### Routing congestion map

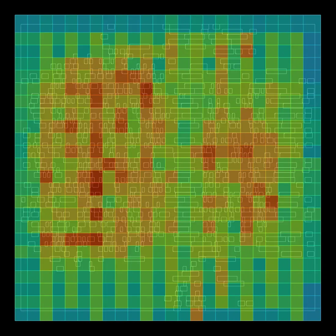
### Register map, names as in the netlist

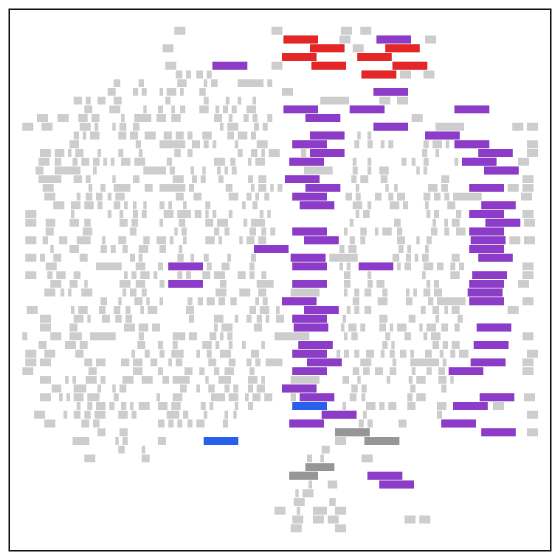
### The metal 2 layer

Cells faint in the background.
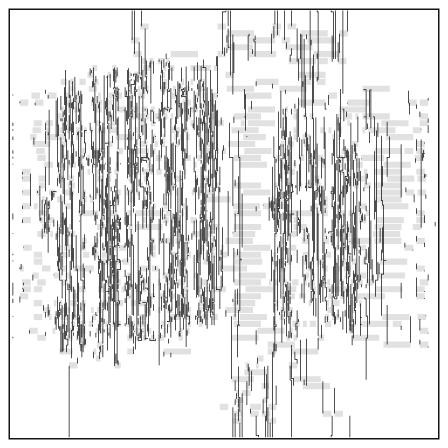
### Met3 routing

The bar under the picture is 50 um long.
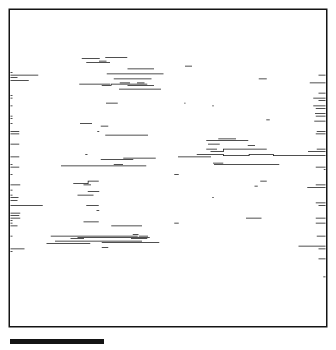
==> config.mk <==
export PLATFORM = sky130hd
export DESIGN_NAME = pipelined_barrel_shifter
export DESIGN_NICKNAME = d
export VERILOG_FILES = /design/src/rtl/pipelined_barrel_shifter.sv
export SDC_FILE = /design/constraint.sdc
export NUM_CORES = 1
export LEC_CHECK = 0
export CAP_MARGIN = 20
export CELL_PAD_IN_SITES_DETAIL_PLACEMENT = 1
export CELL_PAD_IN_SITES_GLOBAL_PLACEMENT = 1
export CORE_MARGIN = 3
export CORE_UTILIZATION = 25
export CTS_CLUSTER_DIAMETER = 80
export CTS_CLUSTER_SIZE = 8
export DETAILED_ROUTE_END_ITERATION = 12
export PLACE_DENSITY = 0.57
export SETUP_SLACK_MARGIN = 0.5
export SLEW_MARGIN = 10
export SYNTH_ARGS = -nofsm -noshare
export SYNTH_HDL_FRONTEND = slang
export SYNTH_SLANG_ARGS = --single-unit
==> constraint.sdc <==
create_clock -name clk -period 3.69 [get_ports clk]
set_input_delay 0.738 -clock clk [delete_from_list [all_inputs] [get_ports clk]]
set_output_delay 0.738 -clock clk [all_outputs]
set_load 0.03 [all_outputs]
==> src/rtl/pipelined_barrel_shifter.sv <==
// pipelined_barrel_shifter: log2(WIDTH)-level barrel shifter split into PIPE_STAGES valid/ready register groups.
// Ports:
//   clk, rst_n                          clock, asynchronous active-low reset
//   flush                               synchronous clear of every stage-valid bit
//   in_valid/in_ready                   input handshake
//   in_data, in_amt, in_op, in_tag      operand, shift amount, op (00 SLL, 01 SRL, 10 SRA, 11 ROR), sideband tag
//   out_valid/out_ready                 output handshake
//   out_data, out_tag                   result and its tag
//   occupancy                           number of valid stages
// Macro SHIFTER_ROTATE_EN: when defined op 11 rotates right; otherwise op 11 behaves as SRL.
module pipelined_barrel_shifter #(
    parameter int WIDTH       = 32,
    parameter int PIPE_STAGES = 2,
    parameter int TAG_W       = 4
) (
    input  logic                          clk,
    input  logic                          rst_n,
    input  logic                          flush,
    input  logic                          in_valid,
    output logic                          in_ready,
    input  logic [WIDTH-1:0]              in_data,
    input  logic [$clog2(WIDTH)-1:0]      in_amt,
    input  logic [1:0]                    in_op,
    input  logic [TAG_W-1:0]              in_tag,
    output logic                          out_valid,
    input  logic                          out_ready,
    output logic [WIDTH-1:0]              out_data,
    output logic [TAG_W-1:0]              out_tag,
    output logic [$clog2(PIPE_STAGES):0]  occupancy
);
    localparam int LOG   = $clog2(WIDTH);
    localparam int BASE  = LOG / PIPE_STAGES;
    localparam int EXTRA = LOG % PIPE_STAGES;
    localparam int OCC_W = $clog2(PIPE_STAGES) + 1;
    localparam logic [WIDTH-1:0] ONES = '1;

    logic [PIPE_STAGES-1:0] r_valid;
    logic [WIDTH-1:0]       r_data [PIPE_STAGES];
    logic [LOG-1:0]         r_amt  [PIPE_STAGES];
    logic [1:0]             r_op   [PIPE_STAGES];
    logic [TAG_W-1:0]       r_tag  [PIPE_STAGES];

    logic [PIPE_STAGES-1:0] w_adv;
    logic [PIPE_STAGES-1:0] w_src_valid;
    logic [WIDTH-1:0]       w_src_data [PIPE_STAGES];
    logic [LOG-1:0]         w_src_amt  [PIPE_STAGES];
    logic [1:0]             w_src_op   [PIPE_STAGES];
    logic [TAG_W-1:0]       w_src_tag  [PIPE_STAGES];
    logic [WIDTH-1:0]       w_res      [PIPE_STAGES];

    // First binary level owned by group g; earlier groups absorb the remainder.
    function automatic int grp_lo(input int g);
        return g * BASE + (g < EXTRA ? g : EXTRA);
    endfunction

    // One binary level shifting right/left by s. SRA keeps the MSB at every level,
    // so replicating the current MSB equals replicating the original sign bit.
    function automatic logic [WIDTH-1:0] step(input logic [WIDTH-1:0] d, input logic [1:0] op, input int s);
        logic [WIDTH-1:0] w_fill;
`ifdef SHIFTER_ROTATE_EN
        w_fill = op == 2'b10 ? {WIDTH{d[WIDTH-1]}} & ~(ONES >> s) : op == 2'b11 ? d << (WIDTH - s) : '0;
`else
        w_fill = op == 2'b10 ? {WIDTH{d[WIDTH-1]}} & ~(ONES >> s) : '0;
`endif
        return op == 2'b00 ? d << s : (d >> s) | w_fill;
    endfunction

    // Stage g moves unless it and every later stage are full while the consumer stalls.
    for (genvar g = 0; g < PIPE_STAGES; g++) begin : g_adv
        assign w_adv[g] = out_ready || !(&r_valid[PIPE_STAGES-1:g]);
    end

    assign in_ready  = w_adv[0] && !flush;
    assign out_valid = r_valid[PIPE_STAGES-1];
    assign out_data  = r_data[PIPE_STAGES-1];
    assign out_tag   = r_tag[PIPE_STAGES-1];

    always_comb begin
        w_src_valid[0] = in_valid;
        w_src_data[0]  = in_data;
        w_src_amt[0]   = in_amt;
        w_src_op[0]    = in_op;
        w_src_tag[0]   = in_tag;
        for (int g = 1; g < PIPE_STAGES; g++) begin
            w_src_valid[g] = r_valid[g-1];
            w_src_data[g]  = r_data[g-1];
            w_src_amt[g]   = r_amt[g-1];
            w_src_op[g]    = r_op[g-1];
            w_src_tag[g]   = r_tag[g-1];
        end
        for (int g = 0; g < PIPE_STAGES; g++) begin
            w_res[g] = w_src_data[g];
            for (int k = grp_lo(g); k < grp_lo(g + 1); k++)
                if (w_src_amt[g][k]) w_res[g] = step(w_res[g], w_src_op[g], 1 << k);
        end
    end

    always_comb begin
        occupancy = '0;
        for (int g = 0; g < PIPE_STAGES; g++)
            occupancy = occupancy + OCC_W'(r_valid[g]);
    end

    always_ff @(posedge clk or negedge rst_n) begin
        if (!rst_n)
            r_valid <= '0;
        else if (flush)
            r_valid <= '0;
        else
            for (int g = 0; g < PIPE_STAGES; g++)
                if (w_adv[g]) r_valid[g] <= w_src_valid[g];
    end

    always_ff @(posedge clk) begin
        for (int g = 0; g < PIPE_STAGES; g++) begin
            if (w_adv[g]) begin
                r_data[g] <= w_res[g];
                r_amt[g]  <= w_src_amt[g];
                r_op[g]   <= w_src_op[g];
                r_tag[g]  <= w_src_tag[g];
            end
        end
    end
endmodule

==> flow_summary.toml <==
# flow metrics
[status]
status = "finished, final reports clean"

[route]
drc = 0
via_per_inst = 5.473
ant_nets = 0
drtIter0Drc = 546

[critical_path]
path_max_fanout = 14
critPathLaunchType = "primary input"
worst_path_most_repeated_cell = "o21ai_0"
rrSetupSlack_ns = 1.53
cp_slowest_stage_delay_ns = 0.64
cp_cell_sequence = "clkdlybuf4s50_1, buf_4, nor3b_1, a221oi_2, o21ai_0, o311ai_0, o21ai_0"
cp_slowest_cell = "clkdlybuf4s50_1"
crit_type = "primary input to flip-flop"
cp-end-kind = "flip-flop"
timing.rr.end = "r_data[0][39]"
cp_num_buf_inv = 2
cp_top_family = "buffers and inverters"

[global_routing]
antenna_found_initial = 0
grt.overflow.total = 0
grt_pass1_wl_mm = 37.25

[sta]
hold_viol = 0
min_period_over_period_pct = 80.54
fin_setup_tns_ns = 0
finalSetupViolCount = 0
fin_crit_ns = 2.972
fin_worst_skew_ns = 0.01020
slew_headroom_pct = 38.24
maxSlewViolCount = 0
max_freq_ghz = 0.3365

[clock_network]
ctsRootBufferMaster = "clkbuf_16"
cts_buffer_depth = 2
cts_sinks = 78
h-tree-depth = 3
cts_made_buffers = 9
cts_setup_buffers = 0
clkLatencyLatePin_ns = 0.35
tritoncts = "done"
path_clk_slew_ns = 0.07

[hold_path]
min_to = "r_tag[0][4]"
min_from = "r_tag[0][0]"

[yosys]
yosysChipArea_sq_um = 6588
syn_area_sq_um = 6588
top_logic_kind = "AND-OR/OR-AND gates"
synth_cells = 782
mux_share_pct = 6.116
syn_area_per_cell_sq_um = 8.424
async_reset_ff_share_pct = 2.564
synth-main-ff-cell = "edfxtp_1"
fp_nets = 831
synth-adder-area-share_pct = 0.1899
synth-edff-count = 76
synthAoiAreaFrac_pct = 28.43

[cells_and_area]
nNonClkInverters = 22
area_growth_pct = 18.01
design_area_sq_um = 7774
largestClassByArea = "combinational gates"
buffers_excl_clock = 115
comb_area_sq_um = 3548
filler_cell_count = 3002
antenna_cells = 0
stdcell_count = 1133
ff_count = 78
nClkBuffers = 9

[job]
maxCapViolCount = 0
warnings = 26

[floorplan]
fp_util_pct = 25.79
core_area_sq_um = 25540
die-area_sq_um = 28330
die_h_um = 168.3
die_x_um = 168.3

[placed_design]
portBuffers = 87
place.gp.congestion = 0.8559
place_hpwl_mm = 17.69

[power_and_ir_drop]
leakagePower_nw = 2.815
total_power_mw = 3.018
About 'Routing congestion map':
routed length per instance: 20.83 um
gr usage total: 16.61%
GRT Max-Usage Layer: met1
Global Route met1 Usage: 25.03%

About 'Register map, names as in the netlist':
legend:
  purple:
    name_in_the_netlist: r_data
    placed_flops: 64
  red:
    name_in_the_netlist: r_tag
    placed_flops: 8
  blue:
    name_in_the_netlist: r_op
    placed_flops: 2
Seq area share: 30.00%
final core utilization: 30.43%
Flop area: 2332 sq um

About 'The metal 2 layer':
share of all routed wire: 44%
wire length on this layer: 10,500 um
nets with wire on the layer: 720
longest straight run: 60.2 um
main direction: vertical
Final Routed Wirelength: 23.60 mm
met2 Use GR: 24.98%
routed vias: 6,201

About 'Met3 routing':
share of all routed wire: 4.5%
longest straight run: 46.0 um
grt met3 use: 2.254%

cell usage after synthesis, types with 3 or more instances:
| master | number | area [sq um] |
|---|---|---|
| o31ai_1 | 9 | 67.56 |
| edfxtp_1 | 76 | 2282 |
| o21ai_1 | 3 | 15.01 |
| buf_1 | 8 | 30.03 |
| a32oi_1 | 3 | 26.28 |
| mux2_2 | 6 | 67.56 |
| nor3b_1 | 5 | 37.54 |
| a21oi_1 | 84 | 420.4 |
| mux2i_1 | 20 | 200.2 |
| o211a_1 | 3 | 30.03 |
| a221oi_2 | 3 | 45.04 |
| nor2b_1 | 22 | 137.6 |
| a31o_2 | 3 | 26.28 |
| nor3_1 | 15 | 75.07 |
| o22ai_1 | 19 | 118.9 |
| and3_1 | 9 | 56.30 |
| mux4_2 | 6 | 135.1 |
| a211oi_1 | 27 | 202.7 |
| nand2_1 | 78 | 292.8 |
| buf_4 | 43 | 322.8 |
| o22a_1 | 9 | 78.83 |
| nor2_1 | 74 | 277.8 |
| buf_2 | 26 | 130.1 |
| a311oi_1 | 16 | 140.1 |
| o21ai_0 | 37 | 185.2 |
| o221ai_1 | 3 | 26.28 |
| nand2b_1 | 10 | 62.56 |
| and2_1 | 7 | 43.79 |
| buf_6 | 3 | 33.78 |
| a221oi_1 | 4 | 35.03 |
| or3_1 | 5 | 31.28 |
| a2bb2oi_1 | 8 | 70.07 |
| inv_1 | 22 | 82.58 |
| clkbuf_1 | 30 | 112.6 |
| a21o_1 | 4 | 30.03 |
| a31oi_1 | 14 | 87.58 |
| o21a_1 | 4 | 30.03 |
| nand3_1 | 20 | 100.1 |
| or3b_1 | 6 | 52.55 |
| a311oi_2 | 3 | 45.04 |
power breakdown:
group          leakage (nW)  total [mW]  internal [mW]  switching, mW
logic                  1.82       0.940          0.372          0.568
clock network         0.146       0.892          0.526          0.366
registers             0.850        1.19           1.11         0.0769
total                  2.82        3.02           2.01           1.01
state kept, by name, summed over array words and instances (netlist names):
name / flops
r_amt: 2
r_data: 64
r_tag: 8
r_valid: 2
r_op: 2
cells in the final DEF, fill, tap and decap left out, types with 7 or more instances in the layout:
cell and instances:
a2bb2oi_1 8, mux2i_1 20, and3_1 9, nor2b_1 22, buf_4 27, nand3_1 20, nor3_1 15, and2_1 7
a211oi_1 27, nand2b_1 9, clkdlybuf4s50_1 85, o22a_1 9, a31oi_1 14, nor2_1 74, o31ai_1 9, a21oi_1 84
nand2_1 78, o22ai_1 19, a311oi_1 16, clkbuf_16 9, o21ai_0 37, inv_1 22, edfxtp_1 76
worst max-delay path by stage:
stage	start	slack (ns)	endpoint	cells past startpoint
after global placement	in_op[1]	0.29	r_data[0][19]	7
after CTS	in_op[1]	0.68	r_data[0][19]	7
after global routing	in_op[1]	0.59	r_data[0][19]	7
final	in_op[1]	0.72	r_data[0][19]	7
after floorplan	r_valid[1]	1.43	r_amt[0][3]	3
after detailed placement	in_op[1]	0.31	r_data[0][19]	7
layer usage:
| metal | vias up | part of all wire, % |
|---|---|---|
| li1 | 2932 | - |
| met1 | 3074 | 50 |
| met4 | 0 | 1.3 |
| met5 | - | 0 |
| met2 | 176 | 44 |
| met3 | 19 | 4.5 |
Power figures rest on the tool's default switching activity, not on a simulated workload.
